==> run_1/wires.png <==
Scale: 3 px per um.
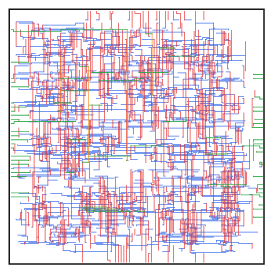
==> run_1/layer_met3.png <==
Scale: 3 px per um. Cells faint in the background.
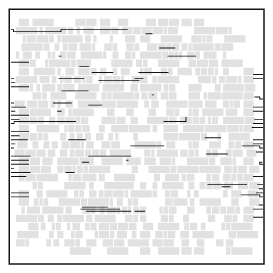
==> run_1/flops_by_reg.png <==
Scale: 3 px per um. Other sequential cells in the stronger grey, the rest of the logic in the fainter grey.
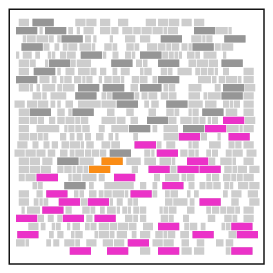
$ cat config.mk
export PLATFORM = sky130hd
export DESIGN_NAME = pipe_hazard_ctrl
export DESIGN_NICKNAME = d
export VERILOG_FILES = /design/src/rtl/pipe_hazard_ctrl_pkg.sv /design/src/rtl/pipe_hazard_ctrl_irq_entry_fsm.sv /design/src/rtl/pipe_hazard_ctrl.sv
export SDC_FILE = /design/constraint.sdc
export NUM_CORES = 1
export LEC_CHECK = 0
export CAP_MARGIN = 20
export CORE_UTILIZATION = 55
export DETAILED_ROUTE_END_ITERATION = 6
export MAX_ROUTING_LAYER = met4
export PLACE_DENSITY = 0.82
export RECOVER_POWER = 25
export SLEW_MARGIN = 15
export SYNTH_ARGS = -nofsm -noshare
export SYNTH_HDL_FRONTEND = slang
export SYNTH_SLANG_ARGS = --single-unit
$ cat constraint.sdc
create_clock -name clk -period 4.9 [get_ports clk]
set_clock_uncertainty 0.2 [all_clocks]
set_input_delay 0.735 -clock clk [delete_from_list [all_inputs] [get_ports clk]]
set_output_delay 0.735 -clock clk [all_outputs]
set_load 0.02 [all_outputs]
$ cat src/rtl/pipe_hazard_ctrl_pkg.sv
// Shared types and constants for the pipeline hazard sequencer.
// Control vectors are packed as {pc_w, ifid_w, if_fl, id_fl}.
package pipe_hazard_ctrl_pkg;

    typedef enum logic [1:0] {
        IRQ_IDLE   = 2'd0,
        IRQ_DRAIN  = 2'd1,
        IRQ_INJECT = 2'd2,
        IRQ_KWAIT  = 2'd3
    } irq_state_t;

    localparam int DRAIN_CYCLES_DEF = 2;
    localparam int CNT_W_DEF        = 32;

    typedef logic [3:0] ctrl_t;

    localparam ctrl_t CTRL_RUN      = 4'b1100;
    localparam ctrl_t CTRL_FREEZE   = 4'b0000;
    localparam ctrl_t CTRL_BUBBLE   = 4'b0001;
    localparam ctrl_t CTRL_REDIRECT = 4'b1110;
    localparam ctrl_t CTRL_BRANCH   = 4'b1111;
    localparam ctrl_t CTRL_RESET    = 4'b0011;

endpackage

$ cat src/rtl/pipe_hazard_ctrl_irq_entry_fsm.sv
// Interrupt entry sequencer: latch, drain redirects, inject once,
// then wait for the handler to enter and leave kernel mode.
module irq_entry_fsm
    import pipe_hazard_ctrl_pkg::*;
#(
    parameter int DRAIN_CYCLES = DRAIN_CYCLES_DEF
) (
    input  logic clk,
    input  logic reset,
    input  logic mem_busy,
    input  logic ex_redirect,
    input  logic id_redirect,
    input  logic irq_req,
    input  logic kernel_mode,
    output logic inject,
    output logic irq_pending
);

    localparam int CW = (DRAIN_CYCLES > 1) ? $clog2(DRAIN_CYCLES) : 1;
    localparam logic [CW-1:0] LAST = CW'(DRAIN_CYCLES - 1);

    irq_state_t    state, state_n;
    logic [CW-1:0] cnt, cnt_n;
    logic          pend_n;
    logic          kseen, kseen_n;

    // State register with synchronous reset to IDLE
    always_ff @(posedge clk) begin
        if (reset) begin
            state       <= IRQ_IDLE;
            cnt         <= '0;
            irq_pending <= 1'b0;
            kseen       <= 1'b0;
        end else begin
            state       <= state_n;
            cnt         <= cnt_n;
            irq_pending <= pend_n;
            kseen       <= kseen_n;
        end
    end

    // Next-state logic; a busy memory freezes every field
    always_comb begin
        state_n = state;
        cnt_n   = cnt;
        pend_n  = irq_pending;
        kseen_n = kseen;
        inject  = (state == IRQ_INJECT);
        if (!mem_busy) begin
            unique case (state)
                IRQ_IDLE: begin
                    if (irq_req && !kernel_mode) begin
                        state_n = IRQ_DRAIN;
                        cnt_n   = '0;
                        pend_n  = 1'b1;
                    end
                end
                IRQ_DRAIN: begin
                    if (ex_redirect || id_redirect) begin
                        cnt_n = '0;
                    end else if (cnt == LAST) begin
                        state_n = IRQ_INJECT;
                    end else begin
                        cnt_n = cnt + CW'(1);
                    end
                end
                IRQ_INJECT: begin
                    if (ex_redirect) begin
                        state_n = IRQ_DRAIN;
                        cnt_n   = '0;
                    end else begin
                        state_n = IRQ_KWAIT;
                        pend_n  = 1'b0;
                        kseen_n = 1'b0;
                    end
                end
                IRQ_KWAIT: begin
                    if (kernel_mode) begin
                        kseen_n = 1'b1;
                    end else if (kseen) begin
                        state_n = IRQ_IDLE;
                        kseen_n = 1'b0;
                    end
                end
                default: state_n = IRQ_IDLE;
            endcase
        end
    end

endmodule

$ cat src/rtl/pipe_hazard_ctrl.sv
// Pipeline stall/flush/redirect sequencer with interrupt entry
// and stall/flush performance counters.
module pipe_hazard_ctrl
    import pipe_hazard_ctrl_pkg::*;
#(
    parameter int DRAIN_CYCLES = DRAIN_CYCLES_DEF,
    parameter int CNT_W        = CNT_W_DEF
) (
    input  logic             clk,
    input  logic             reset,
    input  logic             load_use,
    input  logic             id_jump,
    input  logic             id_exception,
    input  logic             ex_branch_taken,
    input  logic             mem_busy,
    input  logic             irq_req,
    input  logic             kernel_mode,
    output logic             pc_write,
    output logic             if_id_write,
    output logic             if_flush,
    output logic             id_flush,
    output logic             irq_to_id,
    output logic             irq_pending,
    output logic [CNT_W-1:0] stall_count,
    output logic [CNT_W-1:0] flush_count
);

    ctrl_t ctrl;
    logic  inject;
    logic  bubble;
    logic  lu_done;

    irq_entry_fsm #(
        .DRAIN_CYCLES(DRAIN_CYCLES)
    ) u_irq (
        .clk        (clk),
        .reset      (reset),
        .mem_busy   (mem_busy),
        .ex_redirect(ex_branch_taken),
        .id_redirect(id_jump | id_exception),
        .irq_req    (irq_req),
        .kernel_mode(kernel_mode),
        .inject     (inject),
        .irq_pending(irq_pending)
    );

    // Priority merge of all hazard sources into one control vector
    always_comb begin
        ctrl      = CTRL_RUN;
        irq_to_id = 1'b0;
        bubble    = 1'b0;
        if (reset) begin
            ctrl = CTRL_RESET;
        end else if (mem_busy) begin
            ctrl = CTRL_FREEZE;
        end else if (ex_branch_taken) begin
            ctrl = CTRL_BRANCH;
        end else if (inject) begin
            ctrl      = CTRL_REDIRECT;
            irq_to_id = 1'b1;
        end else if (id_exception || id_jump) begin
            ctrl = CTRL_REDIRECT;
        end else if (load_use && !lu_done) begin
            ctrl   = CTRL_BUBBLE;
            bubble = 1'b1;
        end
    end

    assign {pc_write, if_id_write, if_flush, id_flush} = ctrl;

    // One bubble per load_use assertion; re-arms when it drops
    always_ff @(posedge clk) begin
        if (reset) begin
            lu_done <= 1'b0;
        end else if (!load_use) begin
            lu_done <= 1'b0;
        end else if (bubble) begin
            lu_done <= 1'b1;
        end
    end

    // Wrapping stall and flush counters
    always_ff @(posedge clk) begin
        if (reset) begin
            stall_count <= '0;
            flush_count <= '0;
        end else begin
            if (!pc_write) begin
                stall_count <= stall_count + CNT_W'(1);
            end
            if (if_flush) begin
                flush_count <= flush_count + CNT_W'(1);
            end
        end
    end

endmodule

==> flow_metrics.py, run 1 <==
# Generated from Yosys and OpenROAD reports
metrics = {
    "job": {
        "drv_cap": 0,
        "warnings": 26,
    },
    "synthesis": {
        "synthTopCellsByArea": "dfxtp_1, or4_1, a21oi_1",
        "syn_nets": 454,
        "synth_area_um2": 3730,
        "simple_gate_area_share_pct": 31.5,
        "ys_ff": 70,
        "synth.avg_cell_area_um2": 8.43,
        "compound_area_share_pct": 18.4,
        "syn_inst": 443,
        "ys_top_logic_family": "simple AND/OR/NAND/NOR gates",
        "synth_top_flop_cell": "dfxtp_1",
        "synthDistinctLibCells": 49,
        "common_cells": "dfxtp_1, a21oi_1, nor2_1",
        "netlist.top_cell.by_area": "dfxtp_1",
        "edf_count": 0,
        "synth_top_area_share_pct": 37.5,
        "xor_share_pct": 1.64,
        "ys_sh_mux_pct": 5.66,
        "ys_cells": 443,
        "ys_chip_area_um2": 3730,
        "yosys_warnings": 0,
        "seq_area_frac_synth_pct": 37.5,
    },
    "pwr": {
        "p_switching_mw": 0.252,
        "seqPwrFrac_pct": 54.1,
        "power_mw": 1.07,
        "p_int_mw": 0.822,
        "clockPowerShare_pct": 39.1,
        "combPwrFrac_pct": 6.8,
        "sw_frac_of_total_pct": 23.5,
        "p_leak_nw": 1.58,
        "powerDensity_nw_per_um2": 229,
        "vdd_drop_max_mv": 0.158,
    },
    "final_timing": {
        "worst_slack_ns": 0.802,
        "slew_headroom_pct": 57.5,
        "clock.fmax_mhz": 244,
        "setup_viol": 0,
        "finalMaxSlewViolations": 0,
        "fin_crit_sh_pct": 83.6,
        "min_period_ns": 4.10,
        "whs_ns": 0.288,
        "hold_viol_final": 0,
        "fin_setup_tns_ns": 0,
    },
    "worst_hold_path": {
        "min_path_type": "reg -> reg",
        "hp-start": "stall_count[13]$_SDFFE_PP0N_",
        "whs_endpoint": "stall_count[13]$_SDFFE_PP0N_",
        "hold-path-cell-count": 2,
    },
    "floorplan": {
        "pin_count": 79,
        "fp.dieW_um": 84.4,
        "tap_cells": 77,
        "fp_util_pct": 57.8,
        "core-area_um2": 6460,
        "chip_area_um2": 7120,
        "rows": 29,
    },
    "cells_and_area": {
        "fin_util_pct": 72.7,
        "clkbuf_count": 13,
        "antenna_cells": 0,
        "largestClassByArea": "logic gates",
        "n_all_buffers": 82,
        "fillers": 531,
        "numSequentialCells": 70,
        "final_cell_mix": "dfxtp_1, clkdlybuf4s50_1, a21oi_1",
        "comb_share_pct": 46.4,
        "comb_cells": 334,
        "postLayoutCellArea_um2": 4700,
        "inverters": 6,
        "clock_area_share_pct": 3.70,
        "finalNonFillerCells": 583,
        "buf_share_pct": 17.6,
        "drive_gt1_share_pct": 7.51,
        "mostFrequentLayoutCell": "dfxtp_1",
        "area_delta_synth_final_pct": 25.8,
        "fin_nets": 514,
        "combGateArea_um2": 2180,
    },
    "routing": {
        "wl_met2_um": 4230,
        "drt_iter0_drc": 186,
        "dr.pass1.iters": 7,
        "met3_length_um": 403,
        "avgViaCountPerCell": 6.25,
        "ant_nets": 0,
        "drcViolationCount": 8,
        "highest-signal-layer": "met4",
    },
    "clocking": {
        "clk_pin_slew_ns": 0.07,
        "cts_hold_buf": 0,
        "cts-root-buf": "clkbuf_8",
        "insertion_delay_ns": 0.33,
        "numCtsBuffers": 9,
        "cts_resized": 0,
        "cts_setup_buffers": 0,
        "cts.path.max_buffers": 2,
    },
    "status": {
        "outcome": "finished, violations left",
        "violations": "DRC",
    },
    "global_routing": {
        "met1_usage_pct": 33.2,
        "grt_max_degree": 52,
        "use_met3_pct": 4.62,
        "top_usage_layer": "met2",
        "gr-total-overflow": 0,
        "grt_first_pass_wirelength_um": 14900,
        "grtUsageMet2_pct": 41.6,
    },
    "worst_setup_path": {
        "timing.critical_path.arrival_ns": 3.16,
        "slowest_delay_ns": 0.64,
        "cp-start-kind": "input pin",
        "rr_startpoint": "flush_count[0]$_SDFFE_PP0P_",
        "r2r_end": "flush_count[26]$_SDFFE_PP0P_",
        "cp_max_fo": 9,
        "crit_end": "if_id_write",
        "critPathSlowestCell": "dlygate4sd3_1",
        "ff2ff_setup_slack_ns": 2.22,
        "reg2reg_depth": 5,
        "cp_data_required_time_ns": 3.96,
        "crit_type": "in -> out",
        "path_cells": "dlygate4sd3_1 > nor3_2 > a31oi_1 > nor2b_1 > clkdlybuf4s50_1",
        "worstSetupEndpointType": "output port",
    },
    "place": {
        "place_ws_ns": 0.951,
        "hpwl_um": 5790,
        "dp_cells": 568,
        "port_buffers": 78,
        "gp_congestion": 0.843,
        "place_area_um2": 4500,
    },
}
Notes on wires.png above:
- metal 3: green (wire length 404 um)
- metal 2: red (wire length 4230 um)
- metal 1: blue (wire length 4040 um)
- metal 4: orange (wire length 114 um)
GRT Resource Usage Total: 26.0%
via count: 3645
WL/cell: 15.1 um
Post-Route WL: 8790 um

Notes on layer_met3.png above:
- main direction: horizontal
- longest straight run: 22.1 um
- share of all routed wire: 4.6%

Notes on flops_by_reg.png above:
- stall_count: magenta (sequential cells 32)
- u_irq.state: orange (sequential cells 2)
sequential cell area share: 29.8%
Seq power: 0.581 mW
Seq. cell area: 1400 um2

-- run 1: critical path: cells and delay by family --
family	cells	cell delay, ns
buffers and inverters	2	1.20
AND/OR/NAND/NOR	2	0.83
AND-OR/OR-AND	1	0.39
-- run 1: state kept, by name, summed over array words and instances (netlist names) --
register,count
u_irq.kseen,1
flush_count,32
u_irq.cnt,1
lu_done,1
u_irq.state,2
u_irq.irq_pending,1
stall_count,32
-- run 1: power by group through the flow --
stage / combinational, mW / sequential [mW] / clock (mW)
global placement: 0.0718 / 0.594 / 0
finish: 0.0734 / 0.581 / 0.420
floorplan: 0.0433 / 0.597 / 0
detailed placement: 0.0737 / 0.594 / 0
CTS: 0.0741 / 0.581 / 0.426
global route: 0.0800 / 0.582 / 0.451
==> run 2: changes to the inputs <==
--- a/config.mk
+++ b/config.mk
@@ -6,10 +6,10 @@
 export NUM_CORES = 1
 export LEC_CHECK = 0
 export CAP_MARGIN = 20
-export CORE_UTILIZATION = 55
+export CORE_UTILIZATION = 51
 export DETAILED_ROUTE_END_ITERATION = 6
 export MAX_ROUTING_LAYER = met4
-export PLACE_DENSITY = 0.82
+export PLACE_DENSITY = 0.77
 export RECOVER_POWER = 25
 export SLEW_MARGIN = 15
 export SYNTH_ARGS = -nofsm -noshare
==> constraint.sdc (replaced) <==
create_clock -name clk -period 4.1 [get_ports clk]
set_clock_uncertainty 0.2 [all_clocks]
set_input_delay 0.615 -clock clk [delete_from_list [all_inputs] [get_ports clk]]
set_output_delay 0.615 -clock clk [all_outputs]
set_load 0.02 [all_outputs]
==> run_2/wires.png <==
Scale: 3 px per um.
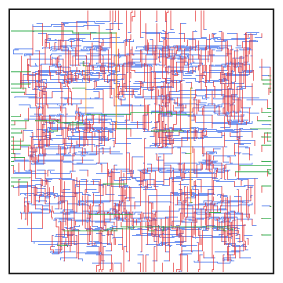
- metal 4: orange (wire length 86.2 um)
- metal 1: blue (wire length 4100 um)
- metal 3: green (wire length 362 um)
- metal 2: red (wire length 4100 um)
GRT Resource Usage Total: 23.6%
WL/cell: 14.3 um
via count: 3635
Post-Route WL: 8640 um

==> run_2/clk_routes.png <==
Scale: 4 px per um.
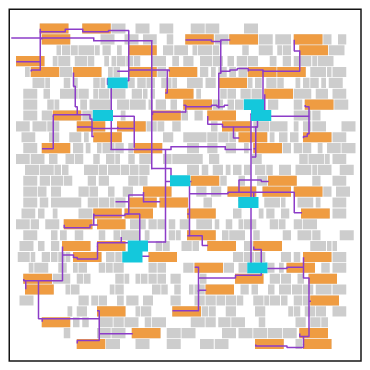
- clock wires: purple (length 841 um)
- flip-flops: orange (count 70)
- clock drivers: cyan (count 9)
- routed clock nets: 10
Clock Power Share: 38.5%
Clock net power: 0.491 mW

==> run_2/congestion.png <==
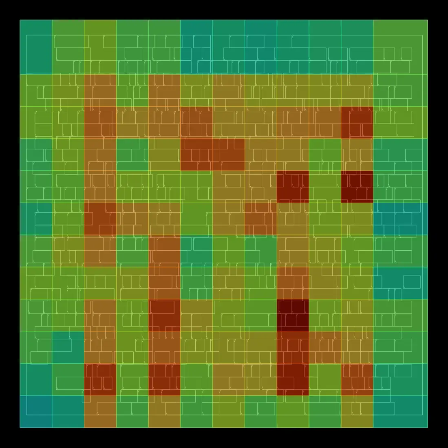
GR Layer Usage met2: 38.5%
met3 Use GR: 2.92%

==> flow_metrics.py, run 2 <==
# Generated from Yosys and OpenROAD reports
metrics = {
    "clocking": {
        "cts.path.max_buffers": 2,
        "cts_tree": "built",
        "cts_setup_buffers": 0,
        "cts_resized": 0,
        "numCtsBuffers": 9,
        "clk_pin_slew_ns": 0.08,
        "cts_hold_buf": 0,
        "insertion_delay_ns": 0.34,
        "cts_htree_levels": 3,
        "cts-root-buf": "clkbuf_8",
        "cts_sinks": 70,
    },
    "synthesis": {
        "common_cells": "dfxtp_1, a21oi_1, nor2_1",
        "syn_nets": 454,
        "seq_area_frac_synth_pct": 37.5,
        "synth.avg_cell_area_um2": 8.43,
        "netlist.top_cell.by_area": "dfxtp_1",
        "top_cell": "dfxtp_1",
        "synth_top_area_share_pct": 37.5,
        "syn_inst": 443,
        "edf_count": 0,
        "yosys_warnings": 0,
        "ys_chip_area_um2": 3730,
        "synthDistinctLibCells": 49,
        "synth_area_um2": 3730,
        "synthArstFlopShare_pct": 0,
        "ys_ff": 70,
        "ys_cells": 443,
        "synth_top_flop_cell": "dfxtp_1",
        "synthTopCellsByArea": "dfxtp_1, or4_1, a21oi_1",
    },
    "worst_setup_path": {
        "ff2ff_setup_slack_ns": 1.41,
        "critPathSlowestCell": "dlygate4sd3_1",
        "rr_startpoint": "flush_count[0]$_SDFFE_PP0P_",
        "reg2reg_depth": 5,
        "timing.critical_path.arrival_ns": 2.77,
        "r2r_end": "flush_count[26]$_SDFFE_PP0P_",
        "cp.depth": 5,
        "crit_end": "pc_write",
        "cp_max_fo": 8,
        "crit_type": "in -> out",
        "path_cells": "dlygate4sd3_1 > nor3_1 > a31oi_1 > nor2b_1 > clkdlybuf4s50_1",
        "cp_data_required_time_ns": 3.28,
        "slowest_delay_ns": 0.68,
        "cp_top_family": "buffers and inverters",
        "cp_num_buf_inv": 2,
        "worstSetupEndpointType": "output port",
        "cp-startpoint": "ex_branch_taken",
        "cp-start-kind": "input pin",
    },
    "worst_hold_path": {
        "hold-path-cell-count": 2,
        "whs_endpoint": "stall_count[10]$_SDFFE_PP0N_",
        "min_path_type": "reg -> reg",
        "hp-start": "stall_count[10]$_SDFFE_PP0N_",
    },
    "place": {
        "gp_congestion": 0.784,
        "dp_cells": 590,
        "hpwl_um": 6010,
        "port_buffers": 78,
        "place_ws_ns": 0.621,
        "place_area_um2": 4540,
    },
    "final_timing": {
        "slew_headroom_pct": 52.5,
        "hold_viol_final": 0,
        "setup_viol": 0,
        "clock.fmax_mhz": 279,
        "min_period_ns": 3.58,
        "fin_setup_tns_ns": 0,
        "fin_crit_sh_pct": 87.3,
        "rsz0062_at_grt": "no",
        "worst_slack_ns": 0.519,
        "worst-slew-pin-transition_ns": 0.713,
        "finalMaxSlewViolations": 0,
        "whs_ns": 0.295,
    },
    "global_routing": {
        "top_usage_layer": "met2",
        "grt_first_pass_wirelength_um": 14200,
        "gr-total-overflow": 0,
        "antenna_found_initial": 0,
        "met1_usage_pct": 29.8,
        "grt_max_degree": 67,
        "grt_pass1_vias": 3203,
    },
    "pwr": {
        "power_mw": 1.27,
        "p_leak_nw": 1.54,
        "vdd_drop_max_mv": 0.171,
        "powerDensity_nw_per_um2": 271,
    },
    "cells_and_area": {
        "finalNonFillerCells": 606,
        "area_delta_synth_final_pct": 26.1,
        "fin_util_pct": 67.8,
        "antenna_cells": 0,
        "fillers": 600,
        "mostFrequentLayoutCell": "dfxtp_1",
        "final_cell_mix": "dfxtp_1, clkdlybuf4s50_1, a21oi_1",
        "register_area_um2": 1400,
        "combGateArea_um2": 2170,
        "fin_nets": 516,
        "postLayoutCellArea_um2": 4710,
        "drive_gt1_share_pct": 8.04,
        "reg.largest.list": "flush_count (32), stall_count (32), u_irq.state (2)",
    },
    "floorplan": {
        "fp_util_pct": 53.8,
        "chip_area_um2": 7670,
        "fp.dieW_um": 87.6,
        "die_y_um": 87.6,
        "core-area_um2": 6940,
        "rows": 30,
        "pin_count": 79,
    },
    "routing": {
        "ant_nets": 0,
        "drcViolationCount": 0,
        "highest-signal-layer": "met4",
        "met1Wirelength_um": 4100,
        "avgViaCountPerCell": 6.00,
        "drt_iter0_drc": 153,
        "wl_met2_um": 4100,
        "dr.pass1.iters": 4,
        "met3_length_um": 361,
    },
    "job": {
        "drv_cap": 0,
        "warnings": 26,
    },
    "status": {
        "outcome": "finished clean",
    },
}
-- run 2: cell counts after synthesis --
Identical to the previous run, type by type.
-- run 2: cell type report --
type | instances | area share (%)
timing repair buffer | 84 | 17.4
clock inverter | 6 | 0.797
sequential | 70 | 29.8
clock buffer | 10 | 2.92
tap | 96 | 2.55
multi-input combinational | 334 | 46.1
inverter | 6 | 0.478
-- run 2: power by group --
part	internal (mW)	total [mW]	switching, mW
Combinational	0.0361	0.0896	0.0535
Sequential	0.686	0.694	0.00887
Clock	0.232	0.491	0.258
-- run 2: cell families after synthesis --
logic type,count (synthesis),synth area share [%]
AND-OR/OR-AND,104,18.4
flip-flops,70,37.5
multiplexers,19,5.66
XOR/XNOR,7,1.64
AND/OR/NAND/NOR,202,31.5
adder cells (fa/ha/maj),2,0.670
buffers and inverters,39,4.59
==> run_2/flops_by_reg.png <==
Scale: 3 px per um. Other sequential cells in the stronger grey, the rest of the logic in the fainter grey.
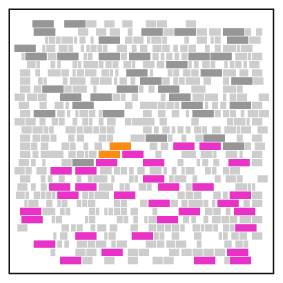

==> run 3: changes to the inputs <==
--- a/config.mk
+++ b/config.mk
@@ -6,10 +6,10 @@
 export NUM_CORES = 1
 export LEC_CHECK = 0
 export CAP_MARGIN = 20
-export CORE_UTILIZATION = 51
+export CORE_UTILIZATION = 29
 export DETAILED_ROUTE_END_ITERATION = 6
 export MAX_ROUTING_LAYER = met4
-export PLACE_DENSITY = 0.77
+export PLACE_DENSITY = 0.47
 export RECOVER_POWER = 25
 export SLEW_MARGIN = 15
 export SYNTH_ARGS = -nofsm -noshare
==> run_3/flops_by_reg.png <==
Scale: 2 px per um. Other sequential cells in the stronger grey, the rest of the logic in the fainter grey.
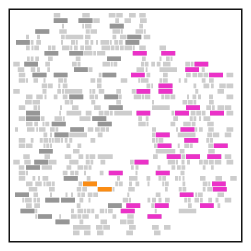
- stall_count: magenta (sequential cells 32)
- u_irq.state: orange (sequential cells 2)
- not coloured: 36

==> run_3/layer_met3.png <==
Scale: 2 px per um. Cells faint in the background.
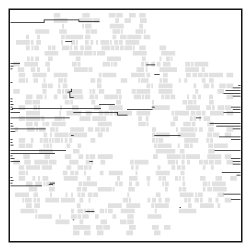
- nets with wire on the layer: 56
- main direction: horizontal
- wire length on this layer: 459 um
via count: 3607
met3 Use GR: 3.82%
Post-Route WL: 10100 um

==> flow_metrics.py, run 3 <==
# Generated from Yosys and OpenROAD reports
metrics = {
    "synthesis": {
        "synth_area_um2": 3730,
        "synthTopCellsByArea": "dfxtp_1, or4_1, a21oi_1",
        "synthDistinctLibCells": 49,
        "ys_sh_mux_pct": 5.66,
        "synth.avg_cell_area_um2": 8.43,
        "synthAdderAreaFrac_pct": 0.670,
        "syn_inst": 443,
        "synth_top_area_share_pct": 37.5,
        "simple_gate_area_share_pct": 31.5,
        "compound_area_share_pct": 18.4,
        "syn_nets": 454,
        "common_cells": "dfxtp_1, a21oi_1, nor2_1",
        "ys_top_logic_family": "simple AND/OR/NAND/NOR gates",
        "xor_share_pct": 1.64,
        "yosys_warnings": 0,
        "ys_chip_area_um2": 3730,
        "seq_area_frac_synth_pct": 37.5,
        "ys_cells": 443,
        "synthArstFlopShare_pct": 0,
        "ys_ff": 70,
    },
    "worst_setup_path": {
        "crit_type": "in -> out",
        "cp-start-kind": "input pin",
        "slowest_delay_ns": 0.65,
        "critPathSlowestCell": "dlygate4sd3_1",
        "path_cells": "dlygate4sd3_1 > or3_1 > o31ai_4 > inv_1 > clkdlybuf4s50_1",
        "worstSetupEndpointType": "output port",
        "cp_max_fo": 8,
        "cp_data_required_time_ns": 3.28,
    },
    "pwr": {
        "seqPwrFrac_pct": 46.1,
        "p_seq_mw": 0.695,
        "sw_frac_of_total_pct": 23.9,
        "vdd_drop_max_mv": 0.149,
        "powerDensity_nw_per_um2": 307,
        "clockPowerShare_pct": 47.9,
        "combPwrFrac_pct": 6.0,
        "p_comb_mw": 0.0904,
        "power_mw": 1.51,
        "power_leader": "the clock network",
        "p_int_mw": 1.15,
    },
    "global_routing": {
        "antenna_found_initial": 0,
        "grtUsageMet2_pct": 25.1,
        "top_usage_layer": "met2",
        "grt_first_pass_wirelength_um": 17000,
        "grt_pass1_vias": 3443,
        "grt_max_degree": 61,
        "gr-total-overflow": 0,
    },
    "cells_and_area": {
        "fin_nets": 517,
        "antenna_cells": 0,
        "buf_share_pct": 17.0,
        "fin_util_pct": 39.1,
        "sh_seq_area_pct": 28.5,
        "comb_cells": 334,
        "finalNonFillerCells": 683,
        "combGateArea_um2": 2170,
        "postLayoutCellArea_um2": 4910,
        "largestClassByArea": "logic gates",
        "fillers": 1317,
        "register_area_um2": 1400,
        "n_all_buffers": 85,
        "final_cell_mix": "dfxtp_1, clkdlybuf4s50_1, a21oi_1",
        "reg.largest.list": "flush_count (32), stall_count (32), u_irq.state (2)",
        "comb_share_pct": 44.2,
        "mostFrequentLayoutCell": "dfxtp_1",
        "clkbuf_count": 15,
    },
    "routing": {
        "dr.pass1.iters": 4,
        "avgViaCountPerCell": 5.28,
        "met3_length_um": 458,
        "met1Wirelength_um": 4990,
        "highest-signal-layer": "met4",
        "drcViolationCount": 0,
        "wl_met2_um": 4510,
        "ant_nets": 0,
    },
    "place": {
        "port_buffers": 78,
        "place_area_um2": 4640,
        "place_ws_ns": 0.687,
        "gp_congestion": 0.768,
        "dp_cells": 666,
        "hpwl_um": 6770,
    },
    "floorplan": {
        "chip_area_um2": 13300,
        "fp.dieW_um": 115,
        "pin_count": 79,
        "core-area_um2": 12600,
        "rows": 41,
        "fp_util_pct": 29.7,
    },
    "job": {
        "drv_cap": 0,
    },
    "clocking": {
        "insertion_delay_ns": 0.34,
        "clk_pin_slew_ns": 0.05,
        "cts_setup_buffers": 0,
        "numCtsBuffers": 9,
        "cts_resized": 0,
        "cts_htree_levels": 3,
        "cts.path.max_buffers": 2,
        "cts_tree": "built",
    },
    "final_timing": {
        "finalMaxSlewViolations": 0,
        "whs_ns": 0.291,
        "min_period_ns": 3.49,
        "worst-slew-pin-transition_ns": 0.680,
        "slew_headroom_pct": 54.7,
        "fin_setup_tns_ns": 0,
        "setup_viol": 0,
        "fin_crit_sh_pct": 85.1,
    },
    "status": {
        "outcome": "finished clean",
    },
    "worst_hold_path": {
        "min_path_type": "reg -> reg",
    },
}
==> run_3/clk_routes.png <==
Scale: 3 px per um.
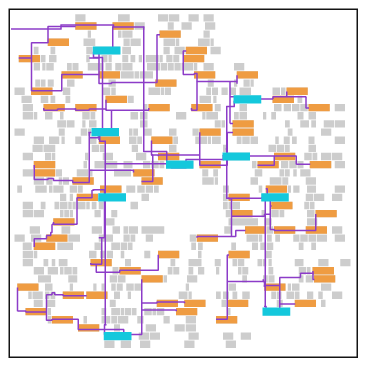
- clock wires: purple (length 1170 um)
- clock drivers: cyan (count 9)
- flip-flops: orange (count 70)
- flops lie: spread over the die

==> run 3: cell count changes in the layout (fill, tap and decap cells not counted), sizes merged <==
cell	previous run	this run
clkinv	3	1
clkdlybuf4s50	52	50
clkbuf	11	18
clkinvlp	3	0
buf	6	5
dlygate4sd3	25	27
==> run 3: final timing paths <==
path                                                   start                            to  slack (ns)  cells after the start
worst max register to register   flush_count[0]$_SDFFE_PP0P_  flush_count[26]$_SDFFE_PP0P_        1.45                      5
worst min-delay path            stall_count[13]$_SDFFE_PP0N_  stall_count[13]$_SDFFE_PP0N_        0.29                      2
worst min register to register  stall_count[13]$_SDFFE_PP0N_  stall_count[13]$_SDFFE_PP0N_        0.29                      2
worst max-delay path                         ex_branch_taken                      if_flush        0.61                      5
Power and IR drop assume default switching activity.
